==> run_1/sizing.png <==
Scale bar: 50 microns.
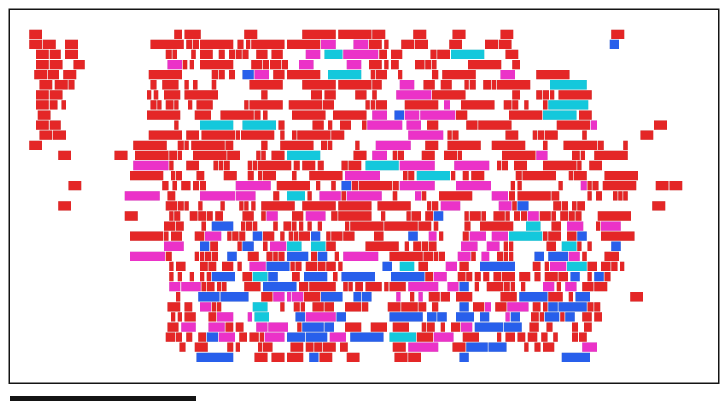
==> run_1/class_map.png <==
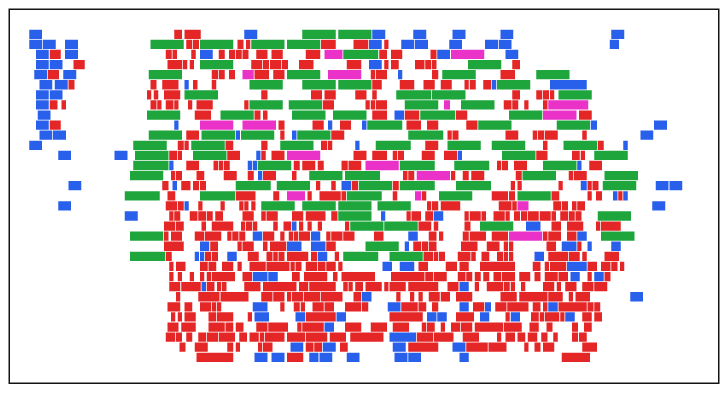
==> run_1/port_trees.png <==
Scale bar: 50 microns.
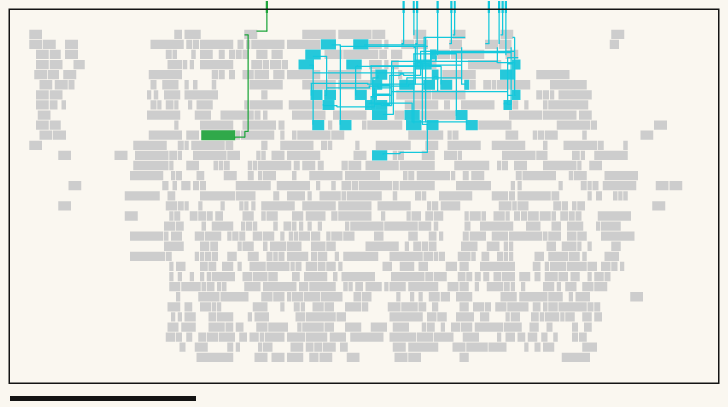
==> run_1/clock_wires.png <==
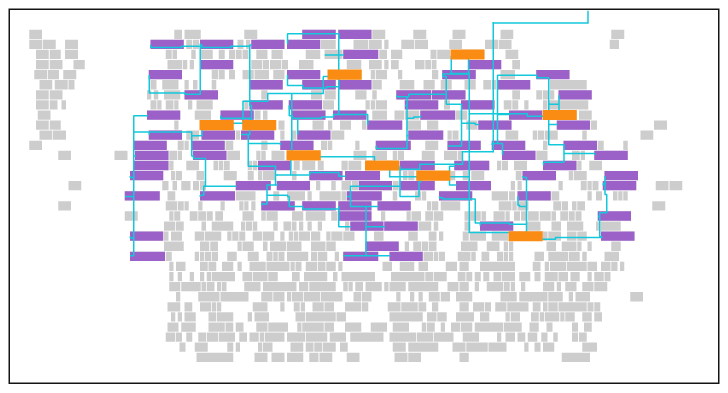
File: src/rtl/pxs_logo_motion_ctrl.sv
// Bouncing-logo position controller: steps the logo once per divided frame after the
// last visible pixel and commits the new position atomically so a frame never tears.
module pxs_logo_motion_ctrl #(
  parameter int VISIBLECOLS = 640,
  parameter int VISIBLEROWS = 480,
  parameter int LOGO_W      = 96,
  parameter int LOGO_H      = 80,
  parameter int INIT_X      = 10,
  parameter int INIT_Y      = 100,
  parameter int INIT_SPEED  = 1,
  parameter int INIT_DIV    = 1
) (
  input  logic        px_clk,
  input  logic        px_rst_n,
  input  logic [25:0] RGBStr_i,
  input  logic        run,
  input  logic        cmd_valid,
  output logic        cmd_ready,
  input  logic [1:0]  cmd_op,
  input  logic [9:0]  cmd_data,
  output logic [9:0]  x_logo,
  output logic [9:0]  y_logo,
  output logic        upd_strobe,
  output logic        bounce
);

  // Pixel stream layout: {RGB[25:23], XC[22:13], YC[12:3], HS, VS, Active}
  localparam logic [9:0] XC_LAST = 10'(VISIBLECOLS - 1);
  localparam logic [9:0] YC_LAST = 10'(VISIBLEROWS - 1);
  localparam logic [9:0] X_LIM   = 10'(VISIBLECOLS - LOGO_W);
  localparam logic [9:0] Y_LIM   = 10'(VISIBLEROWS - LOGO_H);

  typedef enum logic [1:0] {IDLE, STEP_X, STEP_Y, COMMIT} state_e;

  state_e     state_q, state_d;
  logic [9:0] x_logo_q, x_logo_d, y_logo_q, y_logo_d;
  logic [9:0] x_nxt_q, x_nxt_d, y_nxt_q, y_nxt_d;
  logic       dx_q, dx_d, dy_q, dy_d;
  logic [4:0] speed_q, speed_d, div_q, div_d, cnt_q, cnt_d;
  logic       step_q, step_d;
  logic       bx_q, bx_d, by_q, by_d;
  logic [9:0] px_q, px_d, py_q, py_d;
  logic       px_vld_q, px_vld_d, py_vld_q, py_vld_d;
  logic       upd_q, upd_d, bounce_q, bounce_d;

  logic [9:0]  xc, yc;
  logic        endframe;
  logic        unused_stream;
  logic [10:0] x_step, y_step;
  logic [9:0]  cmd_x_clamped, cmd_y_clamped;

  assign xc            = RGBStr_i[22:13];
  assign yc            = RGBStr_i[12:3];
  assign unused_stream = ^{RGBStr_i[25:23], RGBStr_i[2:0]};
  assign endframe      = (xc == XC_LAST) && (yc == YC_LAST);

  // Returns {clamped, new_pos}; 11-bit sum so the far wall is detected without wrapping.
  function automatic logic [10:0] step_axis(input logic [9:0] pos, input logic dir,
                                             input logic [4:0] spd, input logic [9:0] lim);
    logic [10:0] sum;
    logic [10:0] res;
    sum = '0;
    res = {1'b0, pos};
    if (!dir) begin
      sum = {1'b0, pos} + {6'd0, spd};
      res = (sum > {1'b0, lim}) ? {1'b1, lim} : {1'b0, sum[9:0]};
    end else if ({6'd0, spd} > {1'b0, pos}) begin
      res = {1'b1, 10'd0};
    end else begin
      sum = {1'b0, pos} - {6'd0, spd};
      res = {1'b0, sum[9:0]};
    end
    return res;
  endfunction

  assign x_step        = step_axis(x_logo_q, dx_q, speed_q, X_LIM);
  assign y_step        = step_axis(y_logo_q, dy_q, speed_q, Y_LIM);
  assign cmd_x_clamped = (cmd_data > X_LIM) ? X_LIM : cmd_data;
  assign cmd_y_clamped = (cmd_data > Y_LIM) ? Y_LIM : cmd_data;

  always_comb begin
    state_d  = state_q;
    x_logo_d = x_logo_q;
    y_logo_d = y_logo_q;
    x_nxt_d  = x_nxt_q;
    y_nxt_d  = y_nxt_q;
    dx_d     = dx_q;
    dy_d     = dy_q;
    speed_d  = speed_q;
    div_d    = div_q;
    cnt_d    = cnt_q;
    step_d   = step_q;
    bx_d     = bx_q;
    by_d     = by_q;
    px_d     = px_q;
    py_d     = py_q;
    px_vld_d = px_vld_q;
    py_vld_d = py_vld_q;
    upd_d    = 1'b0;
    bounce_d = 1'b0;

    if (cmd_valid && (state_q == IDLE)) begin
      case (cmd_op)
        2'd0: begin px_d = cmd_x_clamped; px_vld_d = 1'b1; end
        2'd1: begin py_d = cmd_y_clamped; py_vld_d = 1'b1; end
        2'd2: speed_d = cmd_data[4:0];
        default: div_d = cmd_data[4:0];
      endcase
    end

    case (state_q)
      IDLE: begin
        if (endframe) begin
          state_d = STEP_X;
          step_d  = (cnt_q == div_q);
          cnt_d   = (cnt_q == div_q) ? 5'd0 : cnt_q + 5'd1;
        end
      end
      STEP_X: begin
        state_d = STEP_Y;
        x_nxt_d = x_logo_q;
        bx_d    = 1'b0;
        if (step_q && run) begin
          x_nxt_d = x_step[9:0];
          bx_d    = x_step[10];
          dx_d    = dx_q ^ x_step[10];
        end
      end
      STEP_Y: begin
        state_d = COMMIT;
        y_nxt_d = y_logo_q;
        by_d    = 1'b0;
        if (step_q && run) begin
          y_nxt_d = y_step[9:0];
          by_d    = y_step[10];
          dy_d    = dy_q ^ y_step[10];
        end
      end
      COMMIT: begin
        state_d  = IDLE;
        x_logo_d = px_vld_q ? px_q : x_nxt_q;
        y_logo_d = py_vld_q ? py_q : y_nxt_q;
        px_vld_d = 1'b0;
        py_vld_d = 1'b0;
        upd_d    = 1'b1;
        bounce_d = bx_q | by_q;
      end
      default: state_d = IDLE;
    endcase
  end

  always_ff @(posedge px_clk or negedge px_rst_n) begin
    if (!px_rst_n) begin
      state_q  <= IDLE;
      x_logo_q <= 10'(INIT_X);
      y_logo_q <= 10'(INIT_Y);
      x_nxt_q  <= 10'(INIT_X);
      y_nxt_q  <= 10'(INIT_Y);
      dx_q     <= 1'b0;
      dy_q     <= 1'b1;
      speed_q  <= 5'(INIT_SPEED);
      div_q    <= 5'(INIT_DIV);
      cnt_q    <= '0;
      step_q   <= 1'b0;
      bx_q     <= 1'b0;
      by_q     <= 1'b0;
      px_q     <= '0;
      py_q     <= '0;
      px_vld_q <= 1'b0;
      py_vld_q <= 1'b0;
      upd_q    <= 1'b0;
      bounce_q <= 1'b0;
    end else begin
      state_q  <= state_d;
      x_logo_q <= x_logo_d;
      y_logo_q <= y_logo_d;
      x_nxt_q  <= x_nxt_d;
      y_nxt_q  <= y_nxt_d;
      dx_q     <= dx_d;
      dy_q     <= dy_d;
      speed_q  <= speed_d;
      div_q    <= div_d;
      cnt_q    <= cnt_d;
      step_q   <= step_d;
      bx_q     <= bx_d;
      by_q     <= by_d;
      px_q     <= px_d;
      py_q     <= py_d;
      px_vld_q <= px_vld_d;
      py_vld_q <= py_vld_d;
      upd_q    <= upd_d;
      bounce_q <= bounce_d;
    end
  end

  assign cmd_ready  = (state_q == IDLE);
  assign x_logo     = x_logo_q;
  assign y_logo     = y_logo_q;
  assign upd_strobe = upd_q;
  assign bounce     = bounce_q;

endmodule

File: config.mk
export PLATFORM = sky130hd
export DESIGN_NAME = pxs_logo_motion_ctrl
export DESIGN_NICKNAME = d
export VERILOG_FILES = /design/src/rtl/pxs_logo_motion_ctrl.sv
export SDC_FILE = /design/constraint.sdc
export NUM_CORES = 1
export LEC_CHECK = 0
export CORE_ASPECT_RATIO = 0.5
export CORE_MARGIN = 5
export CORE_UTILIZATION = 35
export DETAILED_ROUTE_END_ITERATION = 10
export GPL_TIMING_DRIVEN = 0
export PLACE_DENSITY_LB_ADDON = 0.3
export SYNTH_ARGS = -nofsm -noshare
export SYNTH_HDL_FRONTEND = slang
export SYNTH_SLANG_ARGS = --single-unit
File: constraint.sdc
create_clock -name px_clk -period 2.6 [get_ports px_clk]
set_clock_uncertainty 0.1 [all_clocks]
set_input_delay 0.52 -clock px_clk [delete_from_list [all_inputs] [get_ports px_clk]]
set_output_delay 0.52 -clock px_clk [all_outputs]
set_load 0.01 [all_outputs]
==> out/notes.md, run 1 <==
* status: complete, but fails checks
* violated checks: setup timing
* number of DRC markers in iteration 0: 415
* endpoint of the lowest-slack register-to-register path: x_nxt_q[5]$_DFFE_PN0P_
* Max Cap Viol: 0
* end point of the most critical hold path: py_q[9]$_DFFE_PN0P_
* register share of the cell area: 28.01%
* nonclk inv count: 29
* # setup viols final: 21
* wire length on met1: 8370 microns
* met3 wire len: 856 microns
* combinational share of cell area: 48.92%
* area of the core region: 16,190 sq um
* xor+xnor area frac: 1.991%
* setup ws final: -0.3235 ns
* met3 usage: 3.857%
* area growth from synthesis to layout: 35.80%
* fill cell count: 1,546
* Clock power frac: 11.7%
* startpoint of the worst setup timing path: speed_q[0]$_DFFE_PN1P_
* CTS-repair resized insts: 43
* IO Count: 65
* number of well-tap cells placed: 227
* Data arrival, critical path: 3.04 ns
* switching power: 5.172 mW
* DR DRC count: 0
* Min-Delay Path Depth: 1
* met2 wire length: 7801 microns
* total via count in the routed design: 5,394
* clk_buf instances: 11
* Setup crit start kind: register
* cell area reported after detailed placement: 6739 sq um
* fraction of the mapped netlist area in adder cells: 6.871%
* clock period minus final worst setup slack: 2.924 ns
* global route hottest layer: met2
Notes on sizing.png above:
[x3 and x4] blue | cells: 65
[x6 and larger] cyan | cells: 23
[x2] magenta | cells: 90
[x1 and smaller] red | cells: 579

Notes on class_map.png above:
[remaining logic cells] red | cells: 524
[clock drivers and dummy loads] magenta | cells: 16
[remaining buffers and delay cells] blue | cells: 131
[registers] green | cells: 86

Notes on port_trees.png above:
[upd_strobe] green | bits: 1 | direction: output | edge: top | end cells: 1 | buffers: 1 | wire: 40.7 microns
[cmd_data] cyan | bits: 10 | direction: input | edge: top | end cells: 36 | buffers: 10 | wire: 823 microns

Notes on clock_wires.png above:
[clock-net drivers] orange | count: 9
[clock wires] cyan | length: 1,090 microns
[flip-flops] purple | count: 86
routed clock nets: 10

run 1: critical path: stages, from the launching register on:
cell and delay (ns):
dfstp_2 0.64, ha_4 0.17, inv_2 0.03, fa_2 0.38, a21o_2 0.22, a311o_1 0.33, o21ai_2 0.22, nor4_2 0.09
a2111o_1 0.37, o211ai_1 0.14, a21oi_1 0.11
run 1: flip-flops by register name (all words and copies together), names as in the netlist, 10 cells and up:
name / flops
x_logo: 10
x_nxt_q: 10
px_q: 10
y_nxt_q: 10
py_q: 10
y_logo: 10
run 1: per-stage QoR:
step | hold WS (ns) | cells | setup TNS (ns)
after detailed placement | 0.2952 | 934 | -10.34
after global placement | 0.3730 | 933 | -183.75
final | 0.3889 | 984 | -4.404
after floorplan | 0.1244 | 648 | -0.7935
after global routing | 0.4125 | 984 | -6.458
after CTS | 0.3902 | 968 | -4.098
==> run_1/clock_nets.png <==
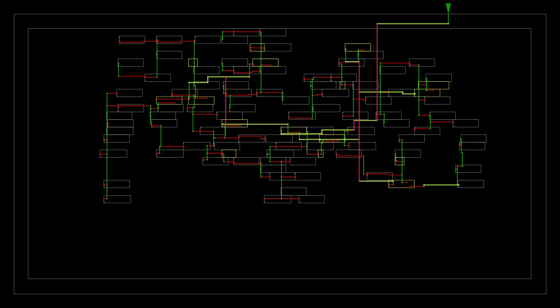

==> run 2: changes to the inputs <==
- clock period: 2.6 -> 2.98 ns (I/O delays scaled with it)
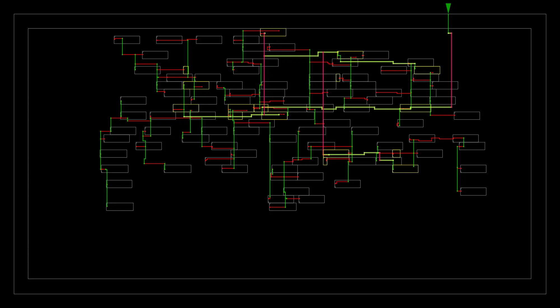
(run_2/clock_nets.png)
clock-net power: 1.15 mW
# clock sinks: 86
clk_buf instances: 13
later-pin clock latency in the skew report: 0.34 ns
clock buffer count from CTS: 9

==> out/notes.md, run 2 <==
* biggest area contributors in the synthesized netlist: dfrtp_1, dfstp_2, ha_1
* placed cell count: 934, unchanged
* fraction of the mapped netlist area in adder cells: 6.871%, unchanged
* power consumed by combinational cells: 5.68 mW
* Critical Path Slowest Stage Cell: dfstp_2
* Mapped Cells: 648
* endpoint of the lowest-slack register-to-register path: x_nxt_q[5]$_DFFE_PN0P_
* DR DRC count: 0, unchanged
* cells traversed along the worst timing path: ha_4 > inv_1 > fa_2 > a21o_2 > a311o_1 > o21ai_2 > nor4_1 > a2111o_1 > o211ai_1 > a21oi_1
* setup ws final: 0.05181 ns, +0.3753 ns
* wire length on met1: 8376 microns, about the same
* clock period minus final worst setup slack: 2.928 ns, +0.004666 ns
* top layer in use: met4
* # setup viols final: 0, -100%
* cell-internal power: 4.861 mW
* switching power: 4.164 mW, -19%
* buffers and inverters on the worst path: 1, unchanged
* most popular library cell in the synthesized design by count: nor2_1
* CP max stage delay: 0.67 ns, +0.03 ns
* met3 wire len: 899 microns, +5.0%
* fill cell count: 1,573, +1.7%
* status: completed
* total routing usage reported by global routing: 17.59%
* combinational share of cell area: 48.57%, -0.35 points
* non-filler instance count after layout: 964, -2.0%
* antenna violations before repair: 0
* post-synthesis simple-gate area fraction: 19.37%
* endpoint required time on the critical path: 3.09 ns
* top comb family, area: AND-OR/OR-AND gates
* CTS-repair resized insts: 25, -42%
* met3 usage: 4.135%, +0.28 points
* Data arrival, critical path: 3.04 ns, about the same
* number of DRC markers in iteration 0: 441, +6.3%
* Post-Syn Nets: 719
* family with the most delay on the worst path: AND-OR/OR-AND gates
* synthesized area per cell: 8.824 sq um
* leading power group: combinational cells
* nonclk inv count: 29, unchanged
* GRT Residual Overflow: 0
* cell row count: 33
* minimum setup slack among reg-to-reg paths: 0.05 ns
* largest buffer count on any clock path: 2
* register share of the cell area: 29.75%, +1.7 points
* Max Cap Viol: 0, unchanged
* worst setup slack before clock tree synthesis: -0.4379 ns
* hold slack: 0.01265 ns, -0.3762 ns
* fraction of cell area in non-clock buffers: 12.17%
* cell area reported after detailed placement: 6608 sq um, -1.9%
* Setup crit start kind: register
* met2 wire length: 7647 microns, -2.0%
* largest area contributor in the synthesized netlist: dfrtp_1
* Yosys reg bits: 86
* maximum fanout along the worst path: 5
* Clock power frac: 12.7%, +1.0 points
* xor+xnor area frac: 1.991%, unchanged
* area growth from synthesis to layout: 27.86%
* ratio of cells with drive above 1 in the final layout: 15.88%
* Biggest Area Class: multi-input combinational cells
* height of the die: 100.4 microns
* FMAX: 341.5 MHz
* Power Density: 1234 nW/um^2
* IO Count: 65, unchanged
* area of the core region: 16,190 sq um, unchanged
* total via count in the routed design: 5,303, -1.7%
* number of well-tap cells placed: 227, unchanged
* Total Neg Setup Slack: 0 ns, +4.404 ns
* global route hottest layer: met2
-- run 2: how the worst max path moves through the flow --
stage                                start                      to  slack (ns)  cells past startpoint
finish              speed_q[0]$_DFFE_PN1P_  x_nxt_q[5]$_DFFE_PN0P_        0.05                     10
global route        speed_q[1]$_DFFE_PN0P_  x_nxt_q[7]$_DFFE_PN0P_       -0.06                      9
CTS                  y_logo[0]$_DFFE_PN0P_  y_nxt_q[5]$_DFFE_PN1P_       -0.02                     10
detailed placement  speed_q[1]$_DFFE_PN0P_  y_nxt_q[5]$_DFFE_PN1P_       -0.44                     10
global placement                  px_rst_n  y_nxt_q[7]$_DFFE_PN0P_       -1.95                      1
floorplan            y_logo[0]$_DFFE_PN0P_  y_nxt_q[5]$_DFFE_PN1P_        0.06                     10
==> run_2/clock_wires.png <==
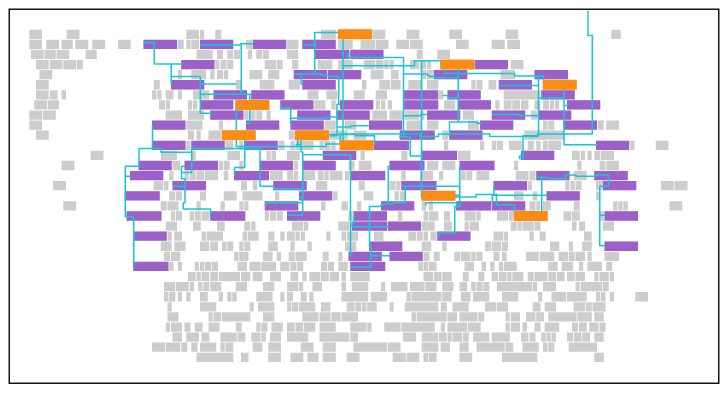

==> run 3: changes to the inputs <==
- PLACE_DENSITY_LB_ADDON: 0.3 -> default
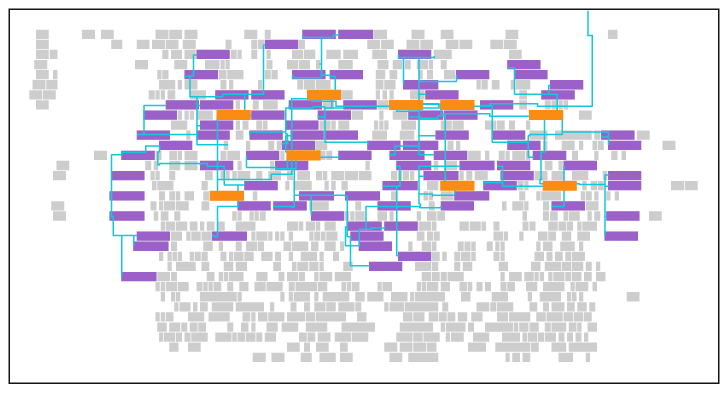
(run_3/clock_wires.png)
Clock power frac: 11.8%
later-pin clock latency in the skew report: 0.33 ns
clock-net power: 1.07 mW

==> out/notes.md, run 3 <==
* total routing usage reported by global routing: 17.74%, +0.15 points
* met3 usage: 3.058%, -1.1 points
* clock tree from TritonCTS: done
* buffers and inverters on the worst path: 1, unchanged
* global route hottest layer: met2
* critical path depth: 10, unchanged
* worst setup slack before clock tree synthesis: -0.4516 ns, -0.01370 ns
* Antenna Violating Nets Remaining: 0
* ratio of cells with drive above 1 in the final layout: 16.98%, +1.1 points
* area growth from synthesis to layout: 28.71%
* leading power group: combinational cells
* CP max stage delay: 0.66 ns, about the same
* minimum setup slack among reg-to-reg paths: -0.02 ns, -0.07 ns
* cell row count: 33, unchanged
* Mapped Cells: 648, unchanged
* status: complete, but fails checks
* # setup viols final: 2, +2
* Data arrival, critical path: 3.11 ns, +0.07 ns
* height of the die: 100.4 microns, unchanged
* biggest area contributors in the synthesized netlist: dfrtp_1, dfstp_2, ha_1
* maximum fanout along the worst path: 5, unchanged
* clock period minus final worst setup slack: 3.002 ns, +0.07332 ns
* Power Density: 1229 nW/um^2, -0.42%
* worst setup path end: x_nxt_q[5]$_DFFE_PN0P_
* largest area contributor in the synthesized netlist: dfrtp_1
* endpoint required time on the critical path: 3.08 ns, about the same
* Setup crit start kind: register
* largest buffer count on any clock path: 2, unchanged
* Yosys reg bits: 86, unchanged
* CTS-repair resized insts: 30, +20%
* FMAX: 333.2 MHz, -2.4%
* endpoint of the lowest-slack register-to-register path: x_nxt_q[5]$_DFFE_PN0P_
* Max Cap Viol: 0, unchanged
* IO Count: 65, unchanged
* Clock Tree Root: clkbuf_16
* Post-Syn Nets: 719, unchanged
* tool warnings: 47
* number of DRC markers in iteration 0: 430, -2.5%
* total via count in the routed design: 5,399, +1.8%
* Total Neg Setup Slack: -0.03629 ns, -0.03629 ns
* cell area reported after detailed placement: 6608 sq um, unchanged
* switching power: 4.194 mW, +0.72%
* clock buffer count from CTS: 9, unchanged
* setup ws final: -0.02151 ns, -0.07332 ns
* fill cell count: 1,573, unchanged
* DR DRC count: 0, unchanged
* startpoint of the worst setup timing path: speed_q[0]$_DFFE_PN1P_
* power consumed by combinational cells: 5.79 mW, +2%
* Critical Path Slowest Stage Cell: dfstp_2
* cell-internal power: 4.853 mW, -0.16%
* # clock sinks: 86, unchanged
* GRT Residual Overflow: 0, unchanged
* area of the core region: 16,190 sq um, unchanged
* overall power consumption: 9.047 mW
* antenna violations before repair: 0, unchanged
* violated checks: setup timing
* most popular library cell in the synthesized design by count: nor2_1
* non-filler instance count after layout: 969, +0.52%
==> run 3: metal layers <==
layer,vias to the layer above,part of all wire [%]
met5,-,0
met4,0,2.1
met3,37,5.2
met2,201,44
met1,2611,49
li1,2550,-
==> run 3: logic make-up after synthesis <==
family	after synthesis	share of synthesized area [%]
xor gates and xnor gates	13	1.991
DFF	86	37.92
AOI/OAI and AO/OA	188	22.17
buffers and inverters	67	4.726
adders and majority gates	29	6.871
and+or+nand+nor	227	19.37
muxes	38	6.958
==> run 3: layout make-up <==
type                            instances  share of cell area, %
Clock inverter                          1                0.06800
Inverter                               29                  1.479
Multi-Input combinational cell        495                  48.69
Clock buffer                           15                  3.774
Timing Repair Buffer                   79                  10.27
Buffer                                 37                  2.312
Sequential cell                        86                  29.55
Tap cell                              227                  3.859
Power figures rest on the tool's default switching activity, not on a simulated workload.
